File: config.mk
export PLATFORM = sky130hd
export DESIGN_NAME = sbus_uart_decoder
export DESIGN_NICKNAME = d
export VERILOG_FILES = /design/src/rtl/sbus_pkg.sv /design/src/rtl/sbus_uart_decoder_if.sv /design/src/rtl/uart_rx_8e2.sv /design/src/rtl/sbus_uart_decoder.sv
export SDC_FILE = /design/constraint.sdc
export NUM_CORES = 1
export LEC_CHECK = 0
export CAP_MARGIN = 20
export CORE_MARGIN = 1.5
export CORE_UTILIZATION = 60
export DETAILED_ROUTE_END_ITERATION = 8
export PLACE_DENSITY_LB_ADDON = 0.15
export SYNTH_ARGS = -nofsm -noshare
export SYNTH_HDL_FRONTEND = slang
export SYNTH_HIERARCHICAL = 1
export SYNTH_SLANG_ARGS = --single-unit
File: constraint.sdc
create_clock -name clk -period 4.9 [get_ports clk]
set_clock_uncertainty 0.1 [all_clocks]
set_input_delay 1.225 -clock clk [delete_from_list [all_inputs] [get_ports clk]]
set_output_delay 1.225 -clock clk [all_outputs]
set_load 0.01 [all_outputs]
File: src/rtl/sbus_pkg.sv
// Shared definitions for the S.BUS receiver.
// Holds the 8E2 character format, the S.BUS frame delimiters and frame size,
// the state encodings of the receiver, transmitter and frame assembler, and
// an even-parity helper used on both the receive and transmit sides.
package sbus_pkg;

    localparam int DATA_BITS        = 8;
    localparam int PARITY_BIT       = 1;
    localparam int STOP_BITS        = 2;
    localparam int PAYLOAD_BITS     = DATA_BITS + PARITY_BIT + STOP_BITS;

    localparam logic [7:0] SBUS_HEADER = 8'hF0;
    localparam logic [7:0] SBUS_FOOTER = 8'h00;
    localparam int SBUS_FRAME_BYTES    = 25;

    typedef enum logic [1:0] {RX_IDLE, RX_START, RX_DATA, RX_STOP} rx_state_e;

    typedef enum logic [2:0] {TX_IDLE, TX_START, TX_DATA, TX_PARITY, TX_STOP1, TX_STOP2} tx_state_e;

    typedef enum logic {FR_HUNT, FR_COLLECT} frame_state_e;

    // Even parity: the parity bit that makes the total count of ones even.
    function automatic logic parity8(input logic [7:0] d);
        return ^d;
    endfunction

endpackage

File: src/rtl/sbus_uart_decoder_if.sv
// Character-result bundle between the UART receiver and its consumers.
//   valid : one-cycle pulse per completed non-break character
//   brk   : one-cycle pulse per break character (all payload bits zero)
//   fe/pe : framing/parity error of the last character (held)
//   data  : raw 11-bit payload of the last character (held)
// The receiver drives it through the master modport; readers use slave.
interface sbus_uart_decoder_if;
    logic        valid;
    logic        brk;
    logic        fe;
    logic        pe;
    logic [10:0] data;

    modport master (output valid, brk, fe, pe, data);
    modport slave  (input  valid, brk, fe, pe, data);
endinterface

File: src/rtl/uart_rx_8e2.sv
// 8E2 UART receiver.
// Ports: clk, rst_n (async active-low), rxd_i (raw line, idle high),
//        rx (master side of the character-result bundle).
// The line is double-synchronised; a falling edge starts a character, the
// start bit is re-checked at mid-bit to reject glitches, then all 11 payload
// bits (data, parity and both stops) are sampled at their bit centres.
module uart_rx_8e2
    import sbus_pkg::*;
#(
    parameter int CYCLES_PER_BIT = 500
) (
    input  logic                        clk,
    input  logic                        rst_n,
    input  logic                        rxd_i,
    sbus_uart_decoder_if.master         rx
);
    localparam int CW = $clog2(CYCLES_PER_BIT);
    localparam logic [CW-1:0] CNT_LAST = CW'(CYCLES_PER_BIT - 1);
    localparam logic [CW-1:0] CNT_HALF = CW'(CYCLES_PER_BIT / 2 - 1);
    localparam logic [CW-1:0] CNT_ONE  = CW'(1);
    localparam logic [3:0]    IDX_LAST = 4'(PAYLOAD_BITS - 1);

    logic                    meta_q, sync_q, prev_q;
    rx_state_e               state_q, state_d;
    logic [CW-1:0]           cnt_q, cnt_d;
    logic [3:0]              idx_q, idx_d;
    logic [PAYLOAD_BITS-1:0] shift_q, shift_d;
    logic [PAYLOAD_BITS-1:0] data_q, data_d;
    logic                    valid_q, valid_d, brk_q, brk_d, fe_q, fe_d, pe_q, pe_d;

    // Line synchroniser plus one extra stage for falling-edge detection.
    always_ff @(posedge clk or negedge rst_n) begin
        if (!rst_n) begin
            meta_q <= 1'b1;
            sync_q <= 1'b1;
            prev_q <= 1'b1;
        end else begin
            meta_q <= rxd_i;
            sync_q <= meta_q;
            prev_q <= sync_q;
        end
    end

    // Receiver state and character-result registers.
    always_ff @(posedge clk or negedge rst_n) begin
        if (!rst_n) begin
            state_q <= RX_IDLE;
            cnt_q   <= {CW{1'b0}};
            idx_q   <= 4'd0;
            shift_q <= {PAYLOAD_BITS{1'b0}};
            data_q  <= {PAYLOAD_BITS{1'b0}};
            valid_q <= 1'b0;
            brk_q   <= 1'b0;
            fe_q    <= 1'b0;
            pe_q    <= 1'b0;
        end else begin
            state_q <= state_d;
            cnt_q   <= cnt_d;
            idx_q   <= idx_d;
            shift_q <= shift_d;
            data_q  <= data_d;
            valid_q <= valid_d;
            brk_q   <= brk_d;
            fe_q    <= fe_d;
            pe_q    <= pe_d;
        end
    end

    // Receiver next state; payload is shifted in from the top so the first
    // bit after start ends up in bit 0.
    always_comb begin
        state_d = state_q;
        cnt_d   = cnt_q;
        idx_d   = idx_q;
        shift_d = shift_q;
        data_d  = data_q;
        valid_d = 1'b0;
        brk_d   = 1'b0;
        fe_d    = fe_q;
        pe_d    = pe_q;
        case (state_q)
            RX_IDLE: begin
                if (prev_q && !sync_q) begin
                    state_d = RX_START;
                    cnt_d   = {CW{1'b0}};
                end else begin
                    state_d = RX_IDLE;
                end
            end
            RX_START: begin
                if (cnt_q == CNT_HALF) begin
                    cnt_d = {CW{1'b0}};
                    idx_d = 4'd0;
                    if (sync_q) begin
                        state_d = RX_IDLE;
                    end else begin
                        state_d = RX_DATA;
                    end
                end else begin
                    cnt_d = cnt_q + CNT_ONE;
                end
            end
            RX_DATA: begin
                if (cnt_q == CNT_LAST) begin
                    cnt_d   = {CW{1'b0}};
                    shift_d = {sync_q, shift_q[PAYLOAD_BITS-1:1]};
                    idx_d   = idx_q + 4'd1;
                    if (idx_q == IDX_LAST) begin
                        state_d = RX_STOP;
                    end else begin
                        state_d = RX_DATA;
                    end
                end else begin
                    cnt_d = cnt_q + CNT_ONE;
                end
            end
            RX_STOP: begin
                state_d = RX_IDLE;
                data_d  = shift_q;
                fe_d    = ~(shift_q[9] & shift_q[10]);
                pe_d    = shift_q[8] ^ parity8(shift_q[7:0]);
                if (shift_q == {PAYLOAD_BITS{1'b0}}) begin
                    brk_d = 1'b1;
                end else begin
                    valid_d = 1'b1;
                end
            end
            default: begin
                state_d = RX_IDLE;
            end
        endcase
    end

    assign rx.valid = valid_q;
    assign rx.brk   = brk_q;
    assign rx.fe    = fe_q;
    assign rx.pe    = pe_q;
    assign rx.data  = data_q;

endmodule

File: src/rtl/sbus_uart_decoder.sv
// S.BUS receiver top level.
// Ports: clk; sw_0 (async active-low reset); uart_rxd (line in);
//        led (last error-free byte); uart_rx_valid/break/fe/pe/data
//        (character results); uart_tx_busy/uart_txd (8E2 echo of clean bytes);
//        sbus_frame/sbus_frame_valid (assembled 25-byte frame and its strobe).
module sbus_uart_decoder
    import sbus_pkg::*;
#(
    parameter int CLK_HZ           = 50000000,
    parameter int BIT_RATE         = 100000,
    parameter int GAP_TIMEOUT_BITS = 30
) (
    input  logic         clk,
    input  logic         sw_0,
    input  logic         uart_rxd,
    output logic [7:0]   led,
    output logic         uart_rx_valid,
    output logic         uart_rx_break,
    output logic         uart_rx_fe,
    output logic         uart_rx_pe,
    output logic [10:0]  uart_rx_data,
    output logic         uart_tx_busy,
    output logic         uart_txd,
    output logic [199:0] sbus_frame,
    output logic         sbus_frame_valid
);
    localparam int CYCLES_PER_BIT = CLK_HZ / BIT_RATE;
    localparam int CW = $clog2(CYCLES_PER_BIT);
    localparam logic [CW-1:0] BIT_LAST = CW'(CYCLES_PER_BIT - 1);
    localparam logic [CW-1:0] CNT_ONE  = CW'(1);
    localparam int GAP_CYCLES = GAP_TIMEOUT_BITS * CYCLES_PER_BIT;
    localparam int GW = $clog2(GAP_CYCLES);
    localparam logic [GW-1:0] GAP_LAST = GW'(GAP_CYCLES - 1);
    localparam logic [GW-1:0] GAP_ONE  = GW'(1);
    localparam int FRAME_W  = SBUS_FRAME_BYTES * 8;
    localparam logic [4:0] LAST_BYTE = 5'(SBUS_FRAME_BYTES - 1);

    sbus_uart_decoder_if rx_bus ();

    uart_rx_8e2 #(.CYCLES_PER_BIT(CYCLES_PER_BIT)) u_rx (
        .clk   (clk),
        .rst_n (sw_0),
        .rxd_i (uart_rxd),
        .rx    (rx_bus)
    );

    logic [7:0] rx_byte_s;
    logic       good_s, err_s, char_s;

    assign rx_byte_s = rx_bus.data[7:0];
    assign good_s    = rx_bus.valid & ~rx_bus.fe & ~rx_bus.pe;
    assign err_s     = rx_bus.brk | (rx_bus.valid & (rx_bus.fe | rx_bus.pe));
    assign char_s    = rx_bus.valid | rx_bus.brk;

    logic [7:0]         led_q;
    tx_state_e          tx_state_q, tx_state_d;
    logic [CW-1:0]      tx_cnt_q, tx_cnt_d;
    logic [2:0]         tx_idx_q, tx_idx_d;
    logic [7:0]         tx_shift_q, tx_shift_d;
    logic               tx_par_q, tx_par_d, txd_q, txd_d, busy_q, busy_d;
    frame_state_e       fr_state_q, fr_state_d;
    logic [4:0]         fr_idx_q, fr_idx_d;
    logic [FRAME_W-9:0] fr_buf_q, fr_buf_d;
    logic [GW-1:0]      gap_q, gap_d;
    logic [FRAME_W-1:0] frame_q, frame_d;
    logic               fr_pend_q, fr_pend_d, frame_valid_q;

    // All top-level state: LED latch, transmitter and frame assembler.
    always_ff @(posedge clk or negedge sw_0) begin
        if (!sw_0) begin
            led_q         <= 8'h00;
            tx_state_q    <= TX_IDLE;
            tx_cnt_q      <= {CW{1'b0}};
            tx_idx_q      <= 3'd0;
            tx_shift_q    <= 8'h00;
            tx_par_q      <= 1'b0;
            txd_q         <= 1'b1;
            busy_q        <= 1'b0;
            fr_state_q    <= FR_HUNT;
            fr_idx_q      <= 5'd0;
            fr_buf_q      <= {(FRAME_W-8){1'b0}};
            gap_q         <= {GW{1'b0}};
            frame_q       <= {FRAME_W{1'b0}};
            fr_pend_q     <= 1'b0;
            frame_valid_q <= 1'b0;
        end else begin
            led_q         <= good_s ? rx_byte_s : led_q;
            tx_state_q    <= tx_state_d;
            tx_cnt_q      <= tx_cnt_d;
            tx_idx_q      <= tx_idx_d;
            tx_shift_q    <= tx_shift_d;
            tx_par_q      <= tx_par_d;
            txd_q         <= txd_d;
            busy_q        <= busy_d;
            fr_state_q    <= fr_state_d;
            fr_idx_q      <= fr_idx_d;
            fr_buf_q      <= fr_buf_d;
            gap_q         <= gap_d;
            frame_q       <= frame_d;
            fr_pend_q     <= fr_pend_d;
            frame_valid_q <= fr_pend_q;
        end
    end

    // Transmitter: txd is computed one bit ahead so the line register changes
    // exactly on each bit boundary and busy covers all 12 bit-times.
    always_comb begin
        tx_state_d = tx_state_q;
        tx_cnt_d   = tx_cnt_q;
        tx_idx_d   = tx_idx_q;
        tx_shift_d = tx_shift_q;
        tx_par_d   = tx_par_q;
        txd_d      = txd_q;
        busy_d     = busy_q;
        case (tx_state_q)
            TX_IDLE: begin
                if (good_s) begin
                    tx_state_d = TX_START;
                    tx_cnt_d   = {CW{1'b0}};
                    tx_shift_d = rx_byte_s;
                    tx_par_d   = parity8(rx_byte_s);
                    txd_d      = 1'b0;
                    busy_d     = 1'b1;
                end else begin
                    txd_d  = 1'b1;
                    busy_d = 1'b0;
                end
            end
            TX_START: begin
                if (tx_cnt_q == BIT_LAST) begin
                    tx_cnt_d   = {CW{1'b0}};
                    tx_idx_d   = 3'd0;
                    txd_d      = tx_shift_q[0];
                    tx_state_d = TX_DATA;
                end else begin
                    tx_cnt_d = tx_cnt_q + CNT_ONE;
                end
            end
            TX_DATA: begin
                if (tx_cnt_q == BIT_LAST) begin
                    tx_cnt_d = {CW{1'b0}};
                    if (tx_idx_q == 3'd7) begin
                        tx_state_d = TX_PARITY;
                        txd_d      = tx_par_q;
                    end else begin
                        tx_idx_d   = tx_idx_q + 3'd1;
                        tx_shift_d = {1'b0, tx_shift_q[7:1]};
                        txd_d      = tx_shift_q[1];
                    end
                end else begin
                    tx_cnt_d = tx_cnt_q + CNT_ONE;
                end
            end
            TX_PARITY, TX_STOP1, TX_STOP2: begin
                if (tx_cnt_q == BIT_LAST) begin
                    tx_cnt_d = {CW{1'b0}};
                    txd_d    = 1'b1;
                    if (tx_state_q == TX_PARITY) begin
                        tx_state_d = TX_STOP1;
                    end else if (tx_state_q == TX_STOP1) begin
                        tx_state_d = TX_STOP2;
                    end else begin
                        tx_state_d = TX_IDLE;
                        busy_d     = 1'b0;
                    end
                end else begin
                    tx_cnt_d = tx_cnt_q + CNT_ONE;
                end
            end
            default: begin
                tx_state_d = TX_IDLE;
                txd_d      = 1'b1;
                busy_d     = 1'b0;
            end
        endcase
    end

    // Frame assembler: bytes 0..23 collect into a buffer; the footer check
    // on byte 24 publishes the whole frame, and the strobe follows a cycle
    // later from fr_pend_q.
    always_comb begin
        fr_state_d = fr_state_q;
        fr_idx_d   = fr_idx_q;
        fr_buf_d   = fr_buf_q;
        gap_d      = gap_q;
        frame_d    = frame_q;
        fr_pend_d  = 1'b0;
        case (fr_state_q)
            FR_HUNT: begin
                gap_d = {GW{1'b0}};
                if (good_s && (rx_byte_s == SBUS_HEADER)) begin
                    fr_buf_d[7:0] = rx_byte_s;
                    fr_idx_d      = 5'd1;
                    fr_state_d    = FR_COLLECT;
                end else begin
                    fr_state_d = FR_HUNT;
                end
            end
            FR_COLLECT: begin
                if (char_s) begin
                    gap_d = {GW{1'b0}};
                end else begin
                    gap_d = gap_q + GAP_ONE;
                end
                if (err_s) begin
                    fr_state_d = FR_HUNT;
                end else if (good_s) begin
                    if (fr_idx_q == LAST_BYTE) begin
                        fr_state_d = FR_HUNT;
                        if (rx_byte_s == SBUS_FOOTER) begin
                            frame_d   = {rx_byte_s, fr_buf_q};
                            fr_pend_d = 1'b1;
                        end else begin
                            frame_d = frame_q;
                        end
                    end else begin
                        fr_buf_d[{fr_idx_q, 3'b000} +: 8] = rx_byte_s;
                        fr_idx_d = fr_idx_q + 5'd1;
                    end
                end else if (gap_q == GAP_LAST) begin
                    fr_state_d = FR_HUNT;
                end else begin
                    fr_state_d = FR_COLLECT;
                end
            end
            default: begin
                fr_state_d = FR_HUNT;
            end
        endcase
    end

    assign led              = led_q;
    assign uart_rx_valid    = rx_bus.valid;
    assign uart_rx_break    = rx_bus.brk;
    assign uart_rx_fe       = rx_bus.fe;
    assign uart_rx_pe       = rx_bus.pe;
    assign uart_rx_data     = rx_bus.data;
    assign uart_tx_busy     = busy_q;
    assign uart_txd         = txd_q;
    assign sbus_frame       = frame_q;
    assign sbus_frame_valid = frame_valid_q;

endmodule

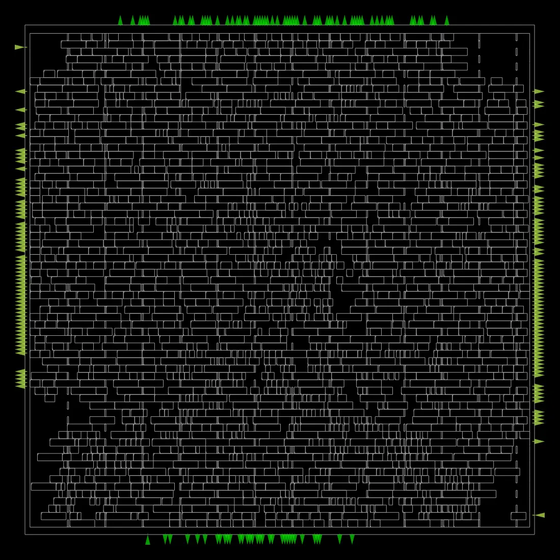
(placed standard cells)
# fillers: 2,211
Layout Utilization: 0.739
Non-Filler Instances: 2,287
Core Region: 33,600 sq um

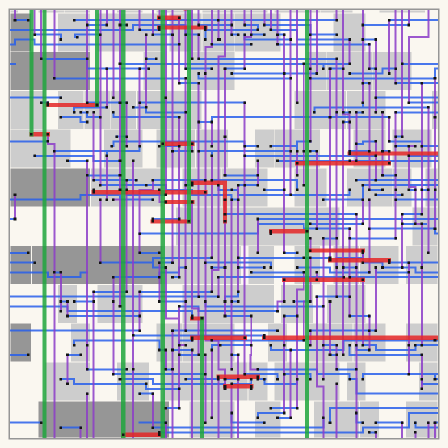
(a small window of the routed layout)
Region (79, 79) to (109, 109) um. Cells in grey, sequential cells in the stronger grey; small squares are vias.
blue -> metal 1
red -> metal 3
green -> metal 4
purple -> metal 2
cells with their middle in the window = 71
most frequent = nor2_1 (7)
netlist names of flops here include = fr_idx_q (4)
sequential cells in the window = 4

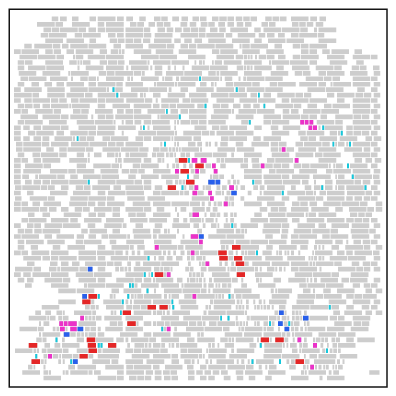
(gate-type map)
Scale: 2 px per um.
red -> fa/ha/maj cells  # cells 28, most used ha_1
cyan -> inv cells  # cells 57, most used inv_1, where spread over the die
blue -> non-inverting ao/oa cells  # cells 13, most used a21o_1
magenta -> and/or cells  # cells 39, most used and2_1

==> changes_impl.md <==
### Implementation results

- CP required: 5.23 ns
- #FFs+latches synth: 492
- DP Cell Count: 2,200
- IO Count: 229
- FF/Latch Area: 12,300 sq um
- Seq pwr: 4.10 mW
- Total power draw: 8.04 mW
- Total Routed Length: 47,400 um
- Synth warnings: 6
- Stages on the worst setup path: 7
- Cell row count: 67
- Grt met1 use: 0.389
- GRT Util Overall: 0.273
- Area Growth Syn to Fin: 20.9%
- Max-area cell class: sequential cells
- Layout non-clock buf frac: 0.101
- # clk buffers: 70
- WP data arrival: 4.02 ns
- Post-synth top cells: 488 x dfrtp_1, 326 x mux2_2, 111 x nand2_1
- Status: complete, no violations
- WS Path Type: flip-flop to flip-flop
- Reg2reg start: fr_idx_q[0]
- Met2 wire len: 21,700 um
- Final hold slack: 0.249 ns
No activity file was given, so power comes from the tool's default toggle rates.
